### src/rtl/bus_uart_tx.sv
// Bus-mapped 8N1 UART transmitter with TXDATA/STATUS/DIVISOR registers.
// Define BUS_UART_TX_FIFO_EN for a 4-entry queue; otherwise a single holding register.
module bus_uart_tx #(
  parameter int unsigned DEFAULT_DIVISOR = 434
) (
  input  logic        clk,
  input  logic        rst_n,
  input  logic        read,
  input  logic        write,
  input  logic [2:0]  option,
  input  logic [31:0] address,
  input  logic [31:0] write_data,
  output logic [31:0] read_data,
  output logic        response,
  output logic        tx
);

  typedef enum logic [1:0] {IDLE, START, DATA, STOP} state_t;

  localparam logic [1:0] A_TXDATA  = 2'd0;
  localparam logic [1:0] A_STATUS  = 2'd1;
  localparam logic [1:0] A_DIVISOR = 2'd2;

`ifdef BUS_UART_TX_FIFO_EN
  localparam logic [2:0] DEPTH = 3'd4;
`else
  localparam logic [2:0] DEPTH = 3'd1;
`endif

  state_t      r_state, w_state_next;
  logic        r_response;
  logic [31:0] r_read_data;
  logic        r_overflow;
  logic [15:0] r_divisor;
  logic [2:0]  r_count;
  logic [15:0] r_bit_cnt;
  logic [15:0] r_div_lat;
  logic [2:0]  r_bit_idx;
  logic [7:0]  r_shift;

  logic        w_accept;
  logic [1:0]  w_sel;
  logic        w_wr_txdata;
  logic        w_rd_status;
  logic        w_push;
  logic        w_pop;
  logic        w_empty;
  logic        w_full;
  logic        w_busy;
  logic        w_bit_end;
  logic [7:0]  w_head;
  logic [31:0] w_status;
  logic [31:0] w_rdata;
  logic        w_unused_bits;

  assign w_unused_bits = ^{option, address[31:4], address[1:0], write_data[31:16]};

  // A simultaneous read+write is a write, so only the write level is decoded.
  assign w_accept    = (read | write) & ~r_response;
  assign w_sel       = address[3:2];
  assign w_wr_txdata = w_accept & write & (w_sel == A_TXDATA);
  assign w_rd_status = w_accept & ~write & (w_sel == A_STATUS);

  assign w_empty = (r_count == 3'd0);
  assign w_full  = (r_count == DEPTH);
  assign w_busy  = (r_state != IDLE);
  assign w_push  = w_wr_txdata & (~w_full | w_pop);

  assign w_status = {25'd0, r_count, r_overflow, w_empty, w_full, w_busy};

  always_comb begin
    // NOTE: every output of a combinational block gets a default first, so no path leaves it unassigned and infers a latch.
    w_rdata = 32'd0;
    if (w_accept && !write) begin
      case (w_sel)
        A_STATUS:  w_rdata = w_status;
        A_DIVISOR: w_rdata = {16'd0, r_divisor};
        default:   w_rdata = 32'd0;
      endcase
    end
  end

  always_ff @(posedge clk) begin
    // NOTE: sequential state uses non-blocking assignments so every register samples pre-edge values.
    if (!rst_n) begin
      r_response  <= 1'b0;
      r_read_data <= 32'd0;
      r_overflow  <= 1'b0;
      r_divisor   <= 16'(DEFAULT_DIVISOR);
    end else begin
      r_response  <= w_accept;
      r_read_data <= w_rdata;
      if (w_wr_txdata && w_full && !w_pop) begin
        r_overflow <= 1'b1;
      end else if (w_rd_status) begin
        r_overflow <= 1'b0;
      end
      if (w_accept && write && (w_sel == A_DIVISOR)) begin
        r_divisor <= write_data[15:0];
      end
    end
  end

  assign response  = r_response;
  assign read_data = r_read_data;

`ifdef BUS_UART_TX_FIFO_EN
  logic [7:0] r_mem [4];
  logic [1:0] r_wr_ptr;
  logic [1:0] r_rd_ptr;

  always_ff @(posedge clk) begin
    if (!rst_n) begin
      r_wr_ptr <= 2'd0;
      r_rd_ptr <= 2'd0;
    end else begin
      if (w_push) r_wr_ptr <= r_wr_ptr + 2'd1;
      if (w_pop)  r_rd_ptr <= r_rd_ptr + 2'd1;
    end
  end

  // NOTE: queue storage is not reset; the count and pointers alone decide which entries are valid.
  always_ff @(posedge clk) begin
    if (w_push) r_mem[r_wr_ptr] <= write_data[7:0];
  end

  assign w_head = r_mem[r_rd_ptr];
`else
  logic [7:0] r_hold;

  always_ff @(posedge clk) begin
    if (w_push) r_hold <= write_data[7:0];
  end

  assign w_head = r_hold;
`endif

  always_ff @(posedge clk) begin
    if (!rst_n) begin
      r_count <= 3'd0;
    end else if (w_push && !w_pop) begin
      r_count <= r_count + 3'd1;
    end else if (w_pop && !w_push) begin
      r_count <= r_count - 3'd1;
    end
  end

  assign w_bit_end = (r_bit_cnt == r_div_lat);

  always_ff @(posedge clk) begin
    if (!rst_n) begin
      r_state <= IDLE;
    end else begin
      r_state <= w_state_next;
    end
  end

  always_comb begin
    w_state_next = r_state;
    w_pop        = 1'b0;
    tx           = 1'b1;
    case (r_state)
      IDLE: begin
        if (!w_empty) begin
          w_state_next = START;
          w_pop        = 1'b1;
        end
      end
      START: begin
        tx = 1'b0;
        if (w_bit_end) w_state_next = DATA;
      end
      DATA: begin
        tx = r_shift[0];
        if (w_bit_end && (r_bit_idx == 3'd7)) w_state_next = STOP;
      end
      STOP: begin
        if (w_bit_end) begin
          if (!w_empty) begin
            w_state_next = START;
            w_pop        = 1'b1;
          end else begin
            w_state_next = IDLE;
          end
        end
      end
      default: w_state_next = IDLE;
    endcase
  end

  // The divisor is captured with each popped byte, so later DIVISOR writes only affect later frames.
  always_ff @(posedge clk) begin
    if (!rst_n) begin
      r_bit_cnt <= 16'd0;
      r_div_lat <= 16'd0;
      r_bit_idx <= 3'd0;
      r_shift   <= 8'd0;
    end else if (w_pop) begin
      r_bit_cnt <= 16'd0;
      r_div_lat <= r_divisor;
      r_bit_idx <= 3'd0;
      r_shift   <= w_head;
    end else if (r_state != IDLE) begin
      if (w_bit_end) begin
        r_bit_cnt <= 16'd0;
        if (r_state == DATA) begin
          r_shift   <= r_shift >> 1;
          r_bit_idx <= r_bit_idx + 3'd1;
        end
      end else begin
        r_bit_cnt <= r_bit_cnt + 16'd1;
      end
    end
  end

endmodule

### config.mk
export PLATFORM = sky130hd
export DESIGN_NAME = bus_uart_tx
export DESIGN_NICKNAME = d
export VERILOG_FILES = /design/src/rtl/bus_uart_tx.sv
export SDC_FILE = /design/constraint.sdc
export NUM_CORES = 1
export LEC_CHECK = 0
export CAP_MARGIN = 20
export CORE_MARGIN = 2
export CORE_UTILIZATION = 52
export DETAILED_ROUTE_END_ITERATION = 6
export PLACE_DENSITY = 0.86
export SETUP_SLACK_MARGIN = 0.1
export SKIP_CTS_REPAIR_TIMING = 1
export SLEW_MARGIN = 10
export SYNTH_ARGS = -nofsm -noshare
export SYNTH_HDL_FRONTEND = slang
export SYNTH_SLANG_ARGS = --single-unit
### constraint.sdc
create_clock -name clk -period 6.16 [get_ports clk]
set_input_delay 1.848 -clock clk [delete_from_list [all_inputs] [get_ports clk]]
set_output_delay 1.848 -clock clk [all_outputs]
set_load 0.02 [all_outputs]
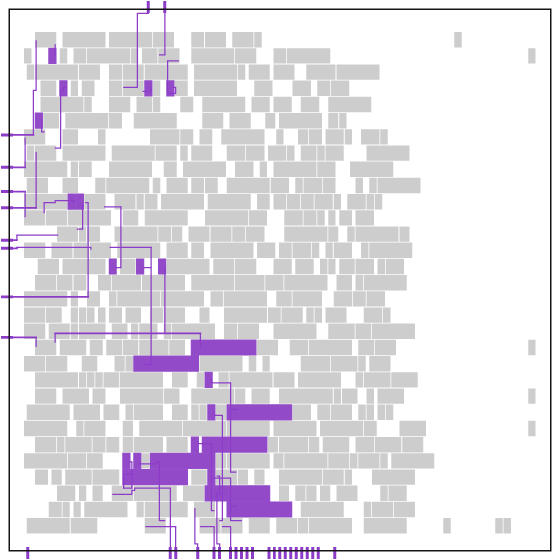
Figure 1: run 1, I/O nets highlighted.
purple -> `write_data`  # direction input, end cells 24, buffers 16, wire 407 µm

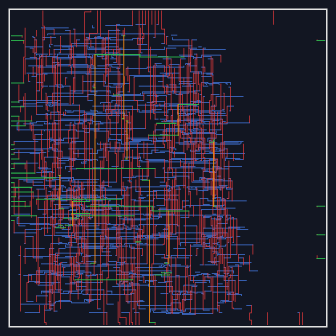
Figure 2: run 1, routed metal, one colour a layer.
green -> met3  # wire length 292 µm
red -> met2  # wire length 3,860 µm
blue -> met1  # wire length 3,440 µm
orange -> met4  # wire length 194 µm

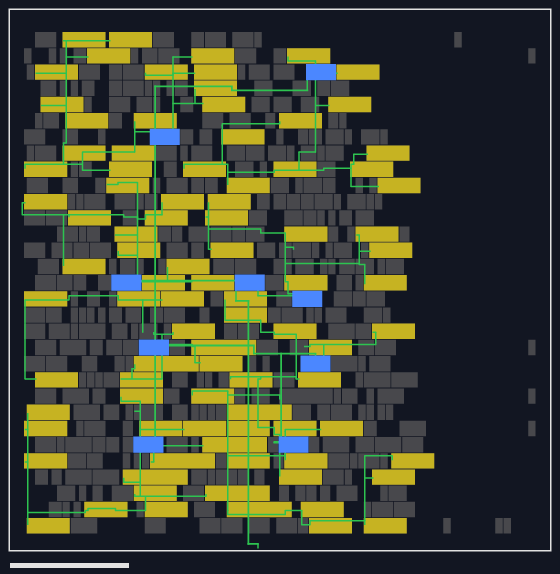
Figure 3: run 1, clock network drawn from the DEF.
The bar under the picture is 20 µm long.
blue -> cells driving clock nets  # count 9
green -> clock wires  # length 939 µm
yellow -> flip-flops  # count 90
routed clock nets = 10

==> impl_metrics.env, run 1 <==
# physical design summary
export IMPL_outcome="complete, no violations"
export IMPL_numSynthFlops=90
export IMPL_io_buffers=39
export IMPL_wirelength_um=7790
export IMPL_fp_util=0.539
export IMPL_maxClockFrequency_mhz=241
export IMPL_cp_start_kind="input pin"
export IMPL_clk_latency_ns=0.36
export IMPL_cts_max_level=3
export IMPL_top_usage_layer="met2"
export IMPL_post_route_min_period_ns=4.15
export IMPL_detail_route_antenna_nets=0
export IMPL_post_route_cell_area_um2=4490
export IMPL_wl_per_cell_um=14.5
export IMPL_cts_tree="done"
export IMPL_grt_overflow_total=0
export IMPL_min_path_type="register to register"
export IMPL_layout_top_cell="dfxtp_1"
export IMPL_io_pins=105
export IMPL_share_seq_of_total_power=0.436
export IMPL_worst_pin_slew_ns=1.06
export IMPL_edf_count=8
export IMPL_peakVddDrop_mv=0.261
export IMPL_flop_cell="dfxtp_1"
export IMPL_dp_hpwl_um=5390
export IMPL_drt_met1_wl_um=3440
export IMPL_worst_path_largest_cell_delay_ns=0.70
export IMPL_synth_cell_types=36
export IMPL_num_rows=31
export IMPL_xor_share=0.0762
export IMPL_drt_pass1_iter_count=4
export IMPL_grt_use_met3=0.0301
export IMPL_ys_area_um2=3910
export IMPL_tool_warnings=83
export IMPL_pwr_share_clk=0.251
export IMPL_area_growth_pct=14.9
export IMPL_p_sw_frac=0.348
export IMPL_ys_seq_frac=0.482
export IMPL_top_cells_by_area="dfxtp_1 42%, mux2i_1 7.4%, edfxtp_1 6.1%"
export IMPL_grt_pass1_wl_um=12900
export IMPL_drt_iter0_drc=121
export IMPL_antenna_cells=0
export IMPL_synth_logic_top_family="simple AND/OR/NAND/NOR gates"
export IMPL_cts_sinks=90
export IMPL_vias=2807
export IMPL_clockRootBuffer="clkbuf_8"
export IMPL_grt_pass1_vias=2817
export IMPL_die_w_um=90.7
export IMPL_internal_power_mw=1.05
export IMPL_final_period_utilization=0.674
export IMPL_syn_cell_area_um2=3910
export IMPL_p_sw_mw=0.559
export IMPL_synthArstFlopShare=0
export IMPL_pwr_density_cell_nw_per_um2=358
export IMPL_wl_met3_um=292
export IMPL_drv_cap=0
export IMPL_vias_per_cell=5.22
export IMPL_numCtsBuffers=9
export IMPL_comb_power_share=0.313
export IMPL_critical_path_arrival_ns=4.43
-- run 1: final cells by class --
type / instances / area [µm²]
clock buffer: 11 / 163
clock inverter: 5 / 41.3
fill: 572 / 2770
inverter: 11 / 41.3
multi-input combinational: 280 / 1820
sequential: 90 / 1880
tap: 99 / 124
timing repair buffer: 42 / 413
-- run 1: per-stage QoR --
stage / total power, mW / worst slack, ns / std cells / hold slack (ns) / util
after floorplan: 1.12 / 2.59 / 416 / 0.451 / -
after global placement: 1.17 / 1.83 / 521 / 0.464 / 0.590
after detailed placement: 1.20 / 1.65 / 521 / 0.467 / 0.590
after CTS: 1.60 / 2.05 / 537 / 0.481 / 0.618
after global routing: 1.69 / 1.88 / 538 / 0.499 / 0.619
final: 1.61 / 2.01 / 538 / 0.477 / 0.619
-- run 1: flip-flops by register name, indices dropped and copies added, names as in the netlist --
register	cells
r_overflow	1
r_state	2
r_div_lat	16
r_hold	8
read_data	16
r_bit_cnt	16
r_count	3
r_divisor	16
r_shift	8
r_bit_idx	3
response	1
-- run 1: worst paths after layout --
check,startpoint,to,slack [ns],cells after the start
worst min register to register,r_divisor[13]$_SDFFE_PN0P_,r_divisor[13]$_SDFFE_PN0P_,0.48,2
worst max-delay path,write,r_count[2]$_SDFFE_PN0P_,2.01,7
worst min-delay path,r_divisor[13]$_SDFFE_PN0P_,r_divisor[13]$_SDFFE_PN0P_,0.48,2
worst max register to register,r_bit_cnt[7]$_SDFFE_PP0N_,r_count[2]$_SDFFE_PN0P_,2.65,9
-- run 1: power groups by stage --
stage | clock network, mW | registers, mW | logic (mW)
floorplan | 0 | 0.699 | 0.417
global placement | 0 | 0.706 | 0.463
detailed placement | 0 | 0.712 | 0.490
CTS | 0.407 | 0.700 | 0.495
global route | 0.429 | 0.707 | 0.551
finish | 0.403 | 0.701 | 0.503
==> run 2, diff against run 1 <==
--- a/config.mk
+++ b/config.mk
@@ -7,9 +7,9 @@
 export LEC_CHECK = 0
 export CAP_MARGIN = 20
 export CORE_MARGIN = 2
-export CORE_UTILIZATION = 52
+export CORE_UTILIZATION = 48
 export DETAILED_ROUTE_END_ITERATION = 6
-export PLACE_DENSITY = 0.86
+export PLACE_DENSITY = 0.8
 export SETUP_SLACK_MARGIN = 0.1
 export SKIP_CTS_REPAIR_TIMING = 1
 export SLEW_MARGIN = 10
==> constraint.sdc (replaced) <==
create_clock -name clk -period 4.3 [get_ports clk]
set_input_delay 1.29 -clock clk [delete_from_list [all_inputs] [get_ports clk]]
set_output_delay 1.29 -clock clk [all_outputs]
set_load 0.02 [all_outputs]
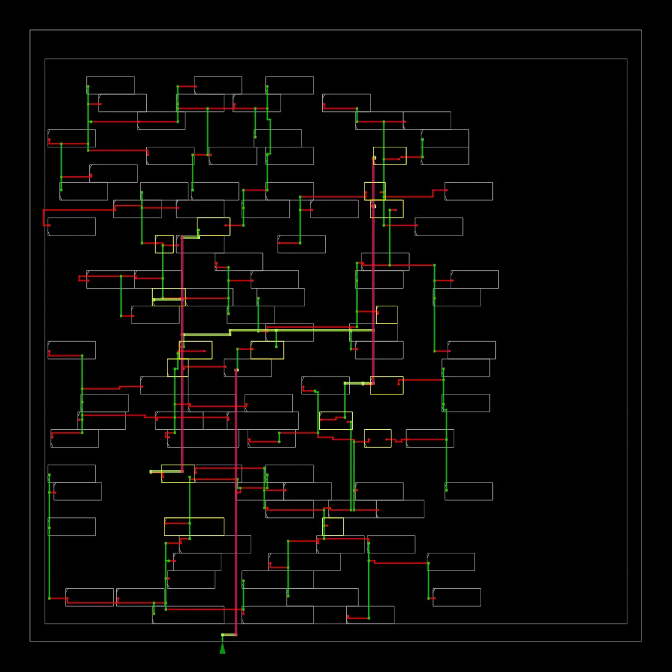
Figure 4: run 2, the clock network.
CTS Buf Count: 9
CLK BUF: 10
clock sink count: 90

==> impl_metrics.env, run 2 <==
# physical design summary
export IMPL_synthArstFlopShare=0
export IMPL_drive_gt1_frac=0.0522
export IMPL_post_route_min_period_ns=3.20
export IMPL_post_route_cell_area_um2=4510
export IMPL_yosys_cells=401
export IMPL_relSlewSlack=0.319
export IMPL_fp_util=0.500
export IMPL_drv_cap=0
export IMPL_finalNonFillerCells=543
export IMPL_final_comb_area_um2=1820
export IMPL_finClkSkew_ns=0.0127
export IMPL_finalNetCount=522
export IMPL_io_pins=105
export IMPL_final_period_utilization=0.743
export IMPL_edf_count=8
export IMPL_xor_share=0.0762
export IMPL_most_common_cell="dfxtp_1"
export IMPL_tool_warnings=83
export IMPL_grt_antenna_before_repair=0
export IMPL_fill_cells=644
export IMPL_cp_slowest_cell="clkdlybuf4s50_1"
export IMPL_vias_per_cell=5.07
export IMPL_synth_logic_top_family="simple AND/OR/NAND/NOR gates"
export IMPL_yosys_top_cells_count="82 x dfxtp_1, 45 x nand2_1, 34 x nor2_1, 29 x mux2i_1, 27 x xor2_1"
export IMPL_cp_start_kind="register"
export IMPL_top_area_frac=0.420
export IMPL_drt_iter0_drc=83
export IMPL_finalSetupTns_ns=0
export IMPL_peakVddDrop_mv=0.300
export IMPL_outcome="complete, no violations"
export IMPL_drc=0
export IMPL_critPathTopFamily="buffers and inverters"
export IMPL_mostFrequentLayoutCells="82 x dfxtp_1, 45 x nand2_1, 39 x clkdlybuf4s50_1, 34 x nor2_1, 29 x mux2i_1"
export IMPL_cts_clk_slew_worst_paths_ns=0.09
export IMPL_die_w_um=94.2
export IMPL_pwr_density_cell_nw_per_um2=507
export IMPL_yosys_area_share_adder=0.0480
export IMPL_vias=2752
export IMPL_worstSetupEndpointType="primary output"
export IMPL_wl_per_cell_um=13.5
export IMPL_grt_pass1_wl_um=12500
export IMPL_io_buffers=39
export IMPL_fin_util=0.577
export IMPL_die_area_um2=8880
export IMPL_flop_cell="dfxtp_1"
export IMPL_clockRootBuffer="clkbuf_8"
export IMPL_dp_hpwl_um=5200
export IMPL_layout_top_cell="dfxtp_1"
export IMPL_worst_path_largest_cell_delay_ns=0.62
export IMPL_placed_cells=526
export IMPL_drt_pass1_iter_count=4
export IMPL_rsz0062_at_grt="no"
export IMPL_ys_seq_frac=0.482
export IMPL_globalplace_congestion=0.777
export IMPL_worst_pin_slew_ns=1.02
export IMPL_num_rows=32
export IMPL_path_max_fanout=5
export IMPL_finalHoldViolCount=0
export IMPL_antenna_cells=0
export IMPL_placed_area_um2=4300
export IMPL_critical_path_arrival_ns=1.91
export IMPL_synthAoiAreaFrac=0.0772
export IMPL_setup_viol=0
export IMPL_syn_area_per_cell_um2=9.74
export IMPL_worst_endpoint_required_ns=3.01
export IMPL_detail_route_antenna_nets=0
export IMPL_final_seq_area_um2=1880
export IMPL_syn_cell_area_um2=3910
export IMPL_postSynthCellCount=401
export IMPL_min_path_type="register to register"
export IMPL_ys_area_um2=3910
export IMPL_synth_cell_types=36
export IMPL_ys_sh_mux=0.0743
export IMPL_grt_overflow_total=0
export IMPL_grt_pass1_vias=2713
export IMPL_grt_usage=0.176
export IMPL_area_growth_pct=15.3
export IMPL_crit_chain="inv_1 > ha_1 > mux2i_1 > clkdlybuf4s50_1"
export IMPL_wirelength_um=7310
export IMPL_core_region_area_um2=7810
export IMPL_die_h_um=94.2
export IMPL_cts_max_level=3
export IMPL_clockBufferDepth=2
export IMPL_top_cells_by_area="dfxtp_1 42%, mux2i_1 7.4%, edfxtp_1 6.1%"
export IMPL_largest_area_cell="dfxtp_1"
export IMPL_maxClockFrequency_mhz=313
export IMPL_numSynthFlops=90
export IMPL_cts_tree="done"
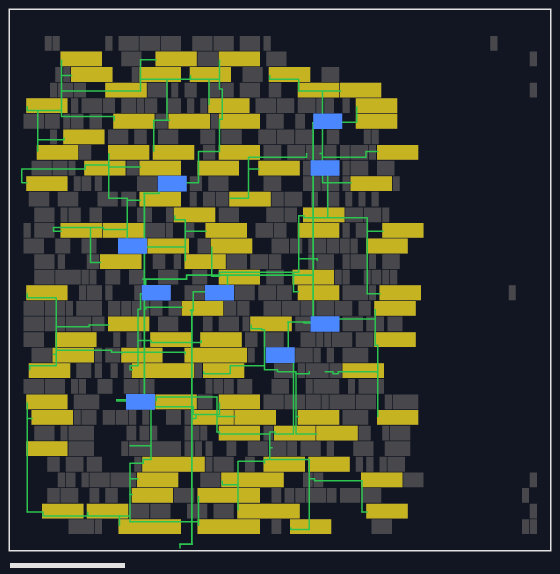
Figure 5: run 2, clock network drawn from the DEF.
The bar under the picture is 20 µm long.
Clk. pwr: 0.579 mW
Latency at later pin: 0.36 ns

==> run 2: cell counts after synthesis <==
Identical to the previous run, type by type.
==> run 2: final cells by class <==
class,instances,area share
inverters,11,0.00916
clock buffers,10,0.0330
well taps,102,0.0283
repair buffers,44,0.0950
flip-flops and latches,90,0.418
multi-input cells,280,0.405
clock inverters,6,0.0119
==> run 2: stage by stage <==
step	total power [mW]	hold slack [ns]	setup slack [ns]
floorplan	1.60	0.451	1.27
global placement	1.68	0.465	0.956
detailed placement	1.71	0.474	0.844
CTS	2.28	0.488	1.08
global route	2.41	0.514	0.998
finish	2.28	0.485	1.10
==> run 2: worst reg2reg max path, stage by stage (launching register included) <==
cell      delay, ns
dfxtp_1        0.37
inv_1          0.10
ha_1           0.14
nor2b_1        0.34
nor2_1         0.10
nand2_1        0.10
o21a_1         0.16
buf_4          0.41
ha_1           0.38
or3_1          0.38
a21boi_0       0.17
==> run 2: path summary, 6_finish.rpt <==
kind,slack [ns],cells past startpoint,end,startpoint
worst max register to register,1.58,10,r_count[2]$_SDFFE_PN0P_,r_count[0]$_SDFFE_PN0P_
worst max-delay path,1.10,4,tx,r_state[0]$_SDFFE_PN0P_
worst min-delay path,0.49,2,r_divisor[7]$_SDFFE_PN1P_,r_divisor[7]$_SDFFE_PN1P_
worst min register to register,0.49,2,r_divisor[7]$_SDFFE_PN1P_,r_divisor[7]$_SDFFE_PN1P_
==> run 2: layer usage <==
metal  GRT usage  share of wire  vias to the layer above
met3      0.0201          0.031                       12
met2       0.294           0.48                       60
li1            -              -                     1383
met5           0              0                        -
met4      0.0713          0.018                        0
met1       0.231           0.47                     1297
==> run 2: where the power goes <==
group          internal (mW)  switching, mW
combinational          0.304          0.401
clock                  0.256          0.323
sequential             0.932         0.0673
total                   1.49          0.791
==> run 3, diff against run 2 <==
==> constraint.sdc (replaced) <==
create_clock -name clk -period 2.95 [get_ports clk]
set_input_delay 0.885 -clock clk [delete_from_list [all_inputs] [get_ports clk]]
set_output_delay 0.885 -clock clk [all_outputs]
set_load 0.02 [all_outputs]
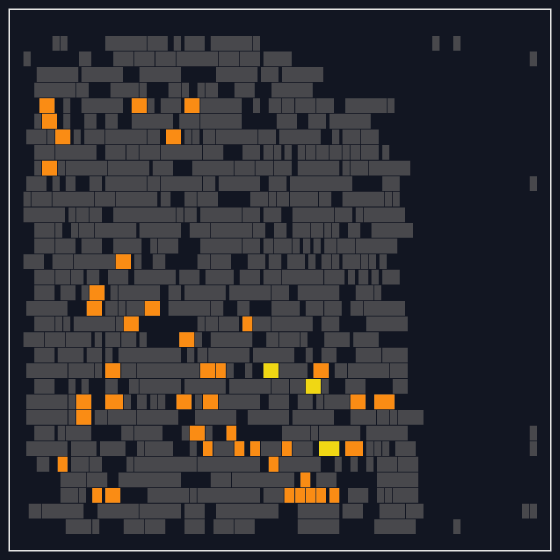
Figure 6: run 3, gate families picked out.
yellow -> AND-OR and OR-AND gates  # cells 3, most used o21a_1
orange -> inverting AOI/OAI gates  # cells 42, most used a21boi_0

==> impl_metrics.env, run 3 <==
# physical design summary
export IMPL_min_path_type="register to register"
export IMPL_maxClockFrequency_mhz=397
export IMPL_drc=0
export IMPL_setup_viol=0
export IMPL_worst_path_largest_cell_delay_ns=0.45
export IMPL_synth_logic_top_family="simple AND/OR/NAND/NOR gates"
export IMPL_grt_pass1_vias=2729
export IMPL_finalNetCount=527
export IMPL_rr_worst_depth=8
export IMPL_placed_area_um2=4340
export IMPL_numSynthFlops=90
export IMPL_globalplace_congestion=0.791
export IMPL_crit_chain="xor2_1 > nor4_1 > nand4_1 > o21a_1 > a21oi_2 > ha_1 > or3_1 > a21boi_0"
export IMPL_top_area_frac=0.420
export IMPL_post_route_min_period_ns=2.52
export IMPL_cts_clk_slew_worst_paths_ns=0.09
export IMPL_finalPower_mw=3.46
export IMPL_io_buffers=39
export IMPL_pwr_share_clk=0.274
export IMPL_die_area_um2=8880
export IMPL_cp_slowest_cell="dfxtp_1"
export IMPL_die_w_um=94.2
export IMPL_post_route_cell_area_um2=4580
export IMPL_clk_latency_ns=0.36
export IMPL_num_rows=32
export IMPL_final_period_utilization=0.853
export IMPL_largest_area_cell="dfxtp_1"
export IMPL_fin_util=0.586
export IMPL_internal_power_mw=2.34
export IMPL_largest_class="flip-flops and latches"
export IMPL_seq_area_frac=0.411
export IMPL_hold_ws_ns=0.479
export IMPL_rsz0062_at_grt="no"
export IMPL_cts_max_level=3
export IMPL_share_seq_of_total_power=0.421
export IMPL_final_seq_area_um2=1880
export IMPL_ys_sh_mux=0.0743
export IMPL_final_setup_worst_slack_ns=0.434
export IMPL_path_max_fanout=5
export IMPL_synth_cell_types=36
export IMPL_syn_area_per_cell_um2=9.74
export IMPL_outcome="complete, no violations"
export IMPL_worst_endpoint_required_ns=3.24
export IMPL_finalHoldViolCount=0
export IMPL_yosys_cells=401
export IMPL_clockRootBuffer="clkbuf_8"
export IMPL_p_sw_mw=1.12
export IMPL_antenna_cells=0
export IMPL_syn_cell_area_um2=3910
export IMPL_mostFrequentLayoutCells="82 x dfxtp_1, 45 x nand2_1, 38 x clkdlybuf4s50_1, 34 x nor2_1, 29 x mux2i_1"
export IMPL_relSlewSlack=0.621
export IMPL_drt_iter0_drc=142
export IMPL_placed_cells=532
export IMPL_grt_overflow_total=0
export IMPL_drv_cap=0
export IMPL_fill_cells=630
export IMPL_drive_gt1_frac=0.0628
export IMPL_flop_cell="dfxtp_1"
export IMPL_synthArstFlopShare=0
export IMPL_cp_start_kind="register"
export IMPL_wl_per_cell_um=13.7
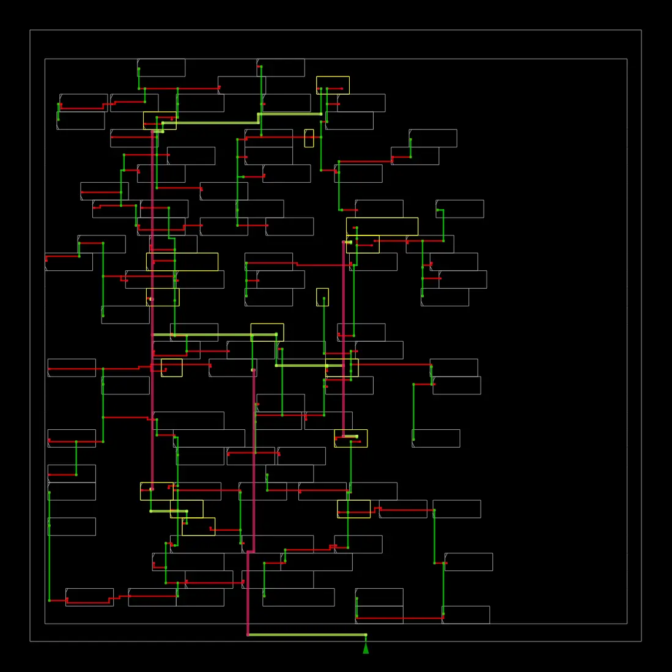
Figure 7: run 3, the clock network.
CLK BUF: 12
Clk. pwr: 0.948 mW
Final Skew: 0.00806 ns
registers: 90

==> run 3: cell counts after synthesis <==
No cell type changed its count.
==> run 3: path summary, 6_finish.rpt <==
check | from | slack [ns] | to
worst min register to register | r_divisor[14]$_SDFFE_PN0P_ | 0.48 | r_divisor[14]$_SDFFE_PN0P_
worst max-delay path | r_bit_cnt[8]$_SDFFE_PP0N_ | 0.43 | r_count[2]$_SDFFE_PN0P_
worst max register to register | r_bit_cnt[8]$_SDFFE_PP0N_ | 0.43 | r_count[2]$_SDFFE_PN0P_
worst min-delay path | r_divisor[14]$_SDFFE_PN0P_ | 0.48 | r_divisor[14]$_SDFFE_PN0P_
==> run 3: tightest hold or removal path: stages (launching register included) <==
cell	delay (ns)
dfxtp_1	0.32
nand2_1	0.05
a21boi_0	0.06
==> run 3: cells by family (layout without fill, tap and decap cells) <==
logic type / after synthesis / after routing
muxes: 29 / 29
DFF: 90 / 90
other: 1 / 16
adders and majority gates: 15 / 15
AOI/OAI and AO/OA: 45 / 45
buffers and inverters: 46 / 76
xor gates and xnor gates: 34 / 34
and+or+nand+nor: 141 / 141
==> run 3: power by group through the flow <==
stage	combinational [mW]	sequential (mW)	clock, mW
finish	1.05	1.46	0.948
detailed placement	1.06	1.48	0
global placement	1.02	1.48	0
floorplan	0.874	1.46	0
CTS	1.06	1.46	0.955
global route	1.17	1.47	1.02
==> run 3: routing by layer <==
metal | global-route usage | up-vias | share of wire
met1 | 0.222 | 1320 | 0.44
met2 | 0.306 | 71 | 0.50
li1 | - | 1384 | -
met5 | 0 | - | 0
met4 | 0.0761 | 0 | 0.020
met3 | 0.0345 | 13 | 0.036
Power figures rest on the tool's default switching activity, not on a simulated workload.
